File: src/rtl/calc_pkg.sv
// Shared calculator datapath types: serial subtractor state encoding and default width.
package calc_pkg;

    localparam int CALC_WIDTH = 8;

    typedef enum logic [1:0] {
        IDLE = 2'd0,
        SUB  = 2'd1,
        NEG  = 2'd2,
        DONE = 2'd3
    } sub_state_t;

endpackage

File: src/rtl/full_subtractor.sv
// One-bit full-subtractor cell: diff = a - b - bin, with borrow out.
module full_subtractor (
    input  logic i_a,
    input  logic i_b,
    input  logic i_bin,
    output logic o_diff,
    output logic o_bout
);

    assign o_diff = i_a ^ i_b ^ i_bin;
    assign o_bout = (~i_a & i_b) | (~(i_a ^ i_b) & i_bin);

endmodule

File: src/rtl/serial_subtractor.sv
// Bit-serial |A-B| with separate sign: one SUB pass, plus a serial two's-complement
// pass (NEG) when the raw difference borrows.
module serial_subtractor
    import calc_pkg::*;
#(
    parameter int WIDTH = CALC_WIDTH
) (
    input  logic             i_clk,
    input  logic             i_rst_n,
    input  logic             i_start,
    input  logic [WIDTH-1:0] i_a,
    input  logic [WIDTH-1:0] i_b,
    output logic             o_busy,
    output logic             o_done,
    output logic [WIDTH-1:0] o_diff,
    output logic             o_neg,
    output logic             o_zero
);

    localparam int CNT_W = $clog2(WIDTH);

    sub_state_t       state_q, state_d;
    logic [WIDTH-1:0] a_sh_q, a_sh_d;
    logic [WIDTH-1:0] b_sh_q, b_sh_d;
    logic [WIDTH-1:0] r_sh_q, r_sh_d;
    logic [CNT_W-1:0] cnt_q, cnt_d;
    logic             borrow_q, borrow_d;
    logic             carry_q, carry_d;
    logic             busy_q, busy_d;
    logic             done_q, done_d;
    logic [WIDTH-1:0] diff_q, diff_d;
    logic             neg_q, neg_d;
    logic             zero_q, zero_d;

    logic             d_s;
    logic             bout_s;
    logic             n_s;
    logic             last_s;

    full_subtractor u_fs (
        .i_a    (a_sh_q[0]),
        .i_b    (b_sh_q[0]),
        .i_bin  (borrow_q),
        .o_diff (d_s),
        .o_bout (bout_s)
    );

    assign n_s    = ~r_sh_q[0] ^ carry_q;
    assign last_s = (cnt_q == CNT_W'(WIDTH - 1));

    // Next-state and datapath shift logic.
    always_comb begin
        state_d  = state_q;
        a_sh_d   = a_sh_q;
        b_sh_d   = b_sh_q;
        r_sh_d   = r_sh_q;
        cnt_d    = cnt_q;
        borrow_d = borrow_q;
        carry_d  = carry_q;
        case (state_q)
            IDLE: begin
                if (i_start) begin
                    state_d  = SUB;
                    a_sh_d   = i_a;
                    b_sh_d   = i_b;
                    r_sh_d   = {WIDTH{1'b0}};
                    borrow_d = 1'b0;
                    cnt_d    = {CNT_W{1'b0}};
                end else begin
                    state_d = IDLE;
                end
            end
            SUB: begin
                a_sh_d   = a_sh_q >> 1;
                b_sh_d   = b_sh_q >> 1;
                r_sh_d   = {d_s, r_sh_q[WIDTH-1:1]};
                borrow_d = bout_s;
                cnt_d    = cnt_q + CNT_W'(1);
                if (last_s) begin
                    cnt_d = {CNT_W{1'b0}};
                    if (bout_s) begin
                        state_d = NEG;
                        carry_d = 1'b1;
                    end else begin
                        state_d = DONE;
                    end
                end else begin
                    state_d = SUB;
                end
            end
            // Borrow stays set through NEG so it still reports the sign at DONE.
            NEG: begin
                r_sh_d  = {n_s, r_sh_q[WIDTH-1:1]};
                carry_d = ~r_sh_q[0] & carry_q;
                cnt_d   = cnt_q + CNT_W'(1);
                if (last_s) begin
                    cnt_d   = {CNT_W{1'b0}};
                    state_d = DONE;
                end else begin
                    state_d = NEG;
                end
            end
            DONE: begin
                state_d = IDLE;
            end
            default: begin
                state_d = IDLE;
            end
        endcase
    end

    // Registered outputs; result fields load only when DONE is entered.
    always_comb begin
        busy_d = (state_d != IDLE);
        done_d = (state_d == DONE);
        diff_d = diff_q;
        neg_d  = neg_q;
        zero_d = zero_q;
        if (state_d == DONE) begin
            diff_d = r_sh_d;
            neg_d  = borrow_d;
            zero_d = (r_sh_d == {WIDTH{1'b0}});
        end else begin
            diff_d = diff_q;
        end
    end

    // State, datapath and output registers.
    always_ff @(posedge i_clk or negedge i_rst_n) begin
        if (!i_rst_n) begin
            state_q  <= IDLE;
            a_sh_q   <= {WIDTH{1'b0}};
            b_sh_q   <= {WIDTH{1'b0}};
            r_sh_q   <= {WIDTH{1'b0}};
            cnt_q    <= {CNT_W{1'b0}};
            borrow_q <= 1'b0;
            carry_q  <= 1'b0;
            busy_q   <= 1'b0;
            done_q   <= 1'b0;
            diff_q   <= {WIDTH{1'b0}};
            neg_q    <= 1'b0;
            zero_q   <= 1'b0;
        end else begin
            state_q  <= state_d;
            a_sh_q   <= a_sh_d;
            b_sh_q   <= b_sh_d;
            r_sh_q   <= r_sh_d;
            cnt_q    <= cnt_d;
            borrow_q <= borrow_d;
            carry_q  <= carry_d;
            busy_q   <= busy_d;
            done_q   <= done_d;
            diff_q   <= diff_d;
            neg_q    <= neg_d;
            zero_q   <= zero_d;
        end
    end

    assign o_busy = busy_q;
    assign o_done = done_q;
    assign o_diff = diff_q;
    assign o_neg  = neg_q;
    assign o_zero = zero_q;

endmodule

File: config.mk
export PLATFORM = sky130hd
export DESIGN_NAME = serial_subtractor
export DESIGN_NICKNAME = d
export VERILOG_FILES = /design/src/rtl/calc_pkg.sv /design/src/rtl/full_subtractor.sv /design/src/rtl/serial_subtractor.sv
export SDC_FILE = /design/constraint.sdc
export NUM_CORES = 1
export LEC_CHECK = 0
export CAP_MARGIN = 30
export CORE_ASPECT_RATIO = 0.5
export CORE_MARGIN = 2
export CORE_UTILIZATION = 50
export CTS_CLUSTER_DIAMETER = 60
export DETAILED_ROUTE_END_ITERATION = 10
export PLACE_DENSITY = 0.77
export RECOVER_POWER = 25
export SYNTH_ARGS = -nofsm -noshare
export SYNTH_HDL_FRONTEND = slang
export SYNTH_HIERARCHICAL = 1
export SYNTH_SLANG_ARGS = --single-unit
File: constraint.sdc
create_clock -name i_clk -period 3.77 [get_ports i_clk]
set_input_delay 0.5655 -clock i_clk [delete_from_list [all_inputs] [get_ports i_clk]]
set_output_delay 0.5655 -clock i_clk [all_outputs]
set_load 0.03 [all_outputs]
run_1/metal_stack.png
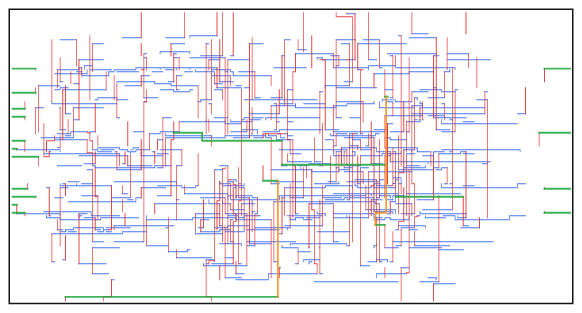
legend:
  red:
    layer: met2
    wire_length: 1,570 um
  orange:
    layer: met4
    wire_length: 43.3 um
  green:
    layer: met3
    wire_length: 136 um
  blue:
    layer: met1
    wire_length: 1,630 um
final wirelength: 3378 um
Global Route Usage Sum: 16.62%
WL/cell: 12.94 um
vias post-DR: 1,344

run_1/registers.png
Other sequential cells in the stronger grey, the rest of the logic in the fainter grey.
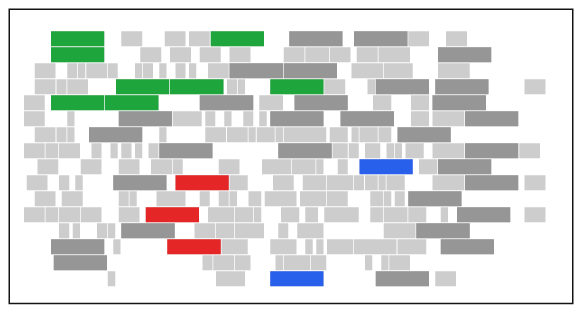
legend:
  blue:
    name_in_the_netlist: state_q
    placed_flops: 2
  green:
    name_in_the_netlist: a_sh_q
    placed_flops: 8
    where: north-west
  red:
    name_in_the_netlist: cnt_q
    placed_flops: 3
Sequential Area: 1076 sq um
power in sequential cells: 0.776 mW
fraction of area in registers: 43.00%

run_1/clock_map.png
Bar = 20 um.
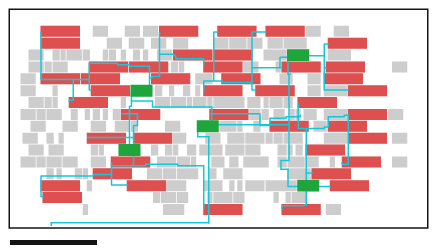
legend:
  cyan:
    item: clock wires
    length: 497 um
  red:
    item: flip-flops
    count: 43
  green:
    item: cells driving clock nets
    count: 5
flops lie: widely spread
Latency at later pin: 0.29 ns
Clock Power Share: 13.4%
clock skew: 0.005885 ns
Clk. pwr: 0.277 mW

==> impl_metrics.ini, run 1 <==
; flow metrics
[run_status]
status = finished with violations
violations = capacitance limit, slew limit

[global_routing]
grt_pass1_vias = 1311
grt_pass1_wl_um = 5954

[cts]
ctsResizeCount = 0
clockBufferDepth = 2

[yosys]
ys_seq_share_pct = 51.37
yosys_area_sq_um = 2095
synth_stat.cells = 175
syn_nets = 203

[timing]
report.final.slew_viol_count = 42
setup_tns_ns = 0

[setup_path]
r2r_slack_ns = 1.52
startpoint = state_q[1]
crit_buf_inv = 2

[flow_run]
cap_violations = 1

[detailed_routing]
ant_nets = 0

[floorplanning]
io_pins = 31
die_area_sq_um = 4754
num_rows = 16

[finish]
layoutNonFillerInstCount = 261

[worst_hold_path]
hold_class = in -> async

[placement]
dpl_cell_area_sq_um = 2419

[power_and_ir_drop]
p_sw_mw = 0.8138
run 1: layer usage:
layer	vias up	GRT usage, %
met5	-	0
li1	674	-
met2	24	25.06
met3	5	5.046
met4	0	6.429
met1	641	22.65
run 1: cell type report:
cell class	instances	area, sq um
clock inverters	1	5.005
inverters	9	33.78
fillers	320	1461
clock buffers	7	76.32
well taps	54	67.56
flip-flops and latches	43	1076
repair buffers	33	312.8
multi-input cells	114	930.9
run 1: layout by cell type, fill, tap and decap left out, types with 3 or more instances in the layout:
master	instances
mux2i_1	16
clkbuf_8	5
dfrtp_1	43
o21ai_0	21
nand2b_1	3
a21oi_1	3
clkdlybuf4s50_1	29
a22o_1	7
inv_1	9
ha_1	8
nand2_1	19
clkbuf_1	4
nor2_1	3
mux2_4	7
==> run 2: changes to the inputs <==
==> constraint.sdc (replaced) <==
create_clock -name i_clk -period 2.1 [get_ports i_clk]
set_input_delay 0.315 -clock i_clk [delete_from_list [all_inputs] [get_ports i_clk]]
set_output_delay 0.315 -clock i_clk [all_outputs]
set_load 0.03 [all_outputs]
run_2/met3.png
Bar = 20 um.
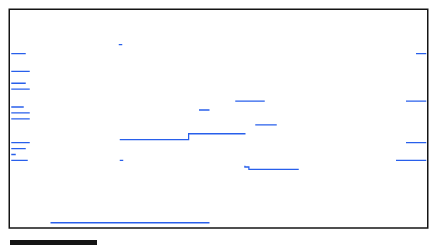
share of all routed wire: 3.9%
main direction: horizontal
longest straight run: 36.1 um
final wirelength: 3743 um
vias post-DR: 1,381

run_2/final_placement.png
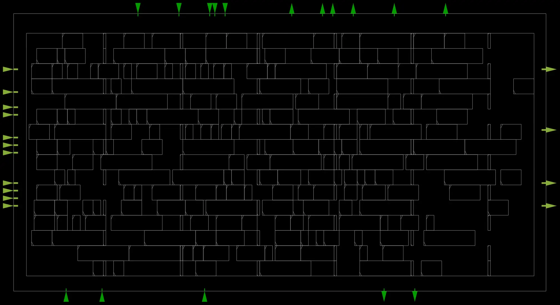
Rows: 16
final cell count without fillers: 264

==> run 2 against run 1 <==
  * The flow now finishes without violations
  * Clock skew down 0.00083 ns
  * Power increased by 86%
  * First-iteration DRC count fell by 45%
  * Area after synthesis unchanged
  * Via count grew 2.8%
  * Sequential share of layout area is 0.74 points lower
  * Clock power grew 100%
  * Hold slack better by 0.21 ns
  * Clock-buffer cell count up 1
  * Worst setup slack worse by 1.4 ns
  * Critical endpoint unchanged
  * Wire length increased by 11%
==> impl_metrics.ini, run 2 <==
; flow metrics
[yosys]
ys_seq_share_pct = 51.37
synth_stat.cells = 175
syn_nets = 203

[finish]
nFillCells = 332
n_sequential_cell = 43
final_layout_top_logic_cells = dfrtp_1, clkdlybuf4s50_1, o21ai_0
clk_share_pct = 3.931
final-nonclk-buf-share_pct = 13.27
comb-cell-share_pct = 36.56
nNonClkInverters = 9
final_util_pct = 64.24
lay_top_count = dfrtp_1
final-seq-area_sq_um = 1076
diodes = 0
sh_seq_area_pct = 42.26
clockBufferCount = 8
nNonClkBuffers = 36
largest_cell_class = registers
logic_gate_count = 114
final-comb-area_sq_um = 930.9

[placement]
dpl_cell_area_sq_um = 2449
port_buffers = 30

[run_status]
status = completed

[setup_path]
crit_buf_inv = 0
start_kind = register
r2r_slack_ns = 0.13

[cts]
insertion_delay_ns = 0.30
cts.sink_count = 43
tritoncts = yes

[timing]
clock_skew_ns = 0.005053
setup_tns_ns = 0
report.final.slew_viol_count = 0

[detailed_routing]
wl_per_cell_um = 14.18
ant_nets = 0

[worst_hold_path]
hold_class = in -> async

[floorplanning]
nWellTaps = 54

[global_routing]
grt_pass1_vias = 1438
grt_pass1_wl_um = 6686

[flow_run]
cap_violations = 0
## run 2: cell counts after synthesis
Identical to the previous run, type by type.
## run 2: where the power goes
| group | internal, mW | total, mW | switching [mW] |
|---|---|---|---|
| Sequential | 1.17 | 1.39 | 0.221 |
| Clock | 0.300 | 0.566 | 0.266 |
| Combinational | 0.875 | 1.89 | 1.01 |
| Total | 2.35 | 3.85 | 1.50 |
## run 2: worst max path at each step
stage,start,end
floorplan,cnt_q[0],o_diff[7]
global route,state_q[0],o_diff[0]
detailed placement,i_start,o_diff[3]
global placement,i_start,o_diff[5]
CTS,cnt_q[0],o_neg
finish,cnt_q[0],o_neg
## run 2: layer usage
metal	wire, um	vias to the layer above	track usage [%]
li1	-	683	-
met2	1824	25	31.47
met1	1714	666	23.10
met5	0	-	0
met3	145	7	5.505
met4	59	0	7.619
==> run 3: changes to the inputs <==
--- a/config.mk
+++ b/config.mk
@@ -5,7 +5,7 @@
 export SDC_FILE = /design/constraint.sdc
 export NUM_CORES = 1
 export LEC_CHECK = 0
-export CAP_MARGIN = 30
+export CAP_MARGIN = 15
 export CORE_ASPECT_RATIO = 0.5
 export CORE_MARGIN = 2
 export CORE_UTILIZATION = 50
run_3/clock_map.png
Bar = 20 um.
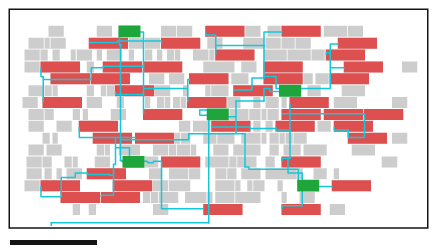
legend:
  cyan:
    item: clock wires
    length: 535 um
  green:
    item: cells driving clock nets
    count: 5
  red:
    item: flip-flops
    count: 43
flops lie: widely spread
Clock Power Share: 14.7%
clock skew: 0.005053 ns
Latency at later pin: 0.30 ns
Clk. pwr: 0.566 mW

run_3/registers.png
Other sequential cells in the stronger grey, the rest of the logic in the fainter grey.
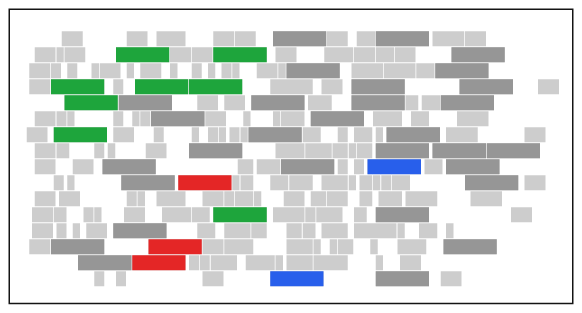
legend:
  red:
    name_in_the_netlist: cnt_q
    placed_flops: 3
  blue:
    name_in_the_netlist: state_q
    placed_flops: 2
  green:
    name_in_the_netlist: a_sh_q
    placed_flops: 8
not coloured: 30
fin util: 64.24%
fraction of area in registers: 42.26%
power in sequential cells: 1.39 mW

==> run 3 against run 2 <==
  * Final cell count stayed put
  * Core utilization did not move
  * Via count did not move
  * Critical path type unchanged
==> impl_metrics.ini, run 3 <==
; flow metrics
[run_status]
status = completed

[cts]
cts.sink_count = 43

[finish]
final_layout_top_logic_cells = dfrtp_1, clkdlybuf4s50_1, o21ai_0
lay_top_count = dfrtp_1
nFillCells = 332
final-comb-area_sq_um = 930.9

[power_and_ir_drop]
p_int_mw = 2.347
power_leader = combinational cells
p_comb_share_pct = 49.0
p_comb_mw = 1.89

[detailed_routing]
wl_met1_um = 1714
routed_wl_um = 3743
ant_nets = 0

[placement]
port_buffers = 30
dpl_cell_area_sq_um = 2449

[setup_path]
start_kind = register
crit_buf_inv = 0

[global_routing]
grt_pass1_wl_um = 6686

[timing]
setup_tns_ns = 0

[yosys]
syn_nets = 203

[flow_run]
cap_violations = 0
run 3: cell counts after synthesis:
Identical to the previous run, type by type.
run 3: worst paths after layout:
check,start,to,slack (ns),cells past startpoint
worst max-delay path,cnt_q[0],o_neg,0.13,6
worst min-delay path,i_rst_n,b_sh_q[7],0.26,2
worst max register to register,cnt_q[0],o_neg,0.13,6
worst min register to register,b_sh_q[0],b_sh_q[0],0.48,2
max in group asynchronous,i_rst_n,o_diff[5],1.20,2
min in group i_clk,b_sh_q[0],b_sh_q[0],0.48,2
run 3: layout make-up:
type / count / share of cell area (%)
Multi-Input combinational cell: 114 / 36.56
Tap cell: 54 / 2.654
Sequential cell: 43 / 42.26
Inverter: 9 / 1.327
Clock buffer: 8 / 3.931
Timing Repair Buffer: 36 / 13.27
No activity file was given, so power comes from the tool's default toggle rates.
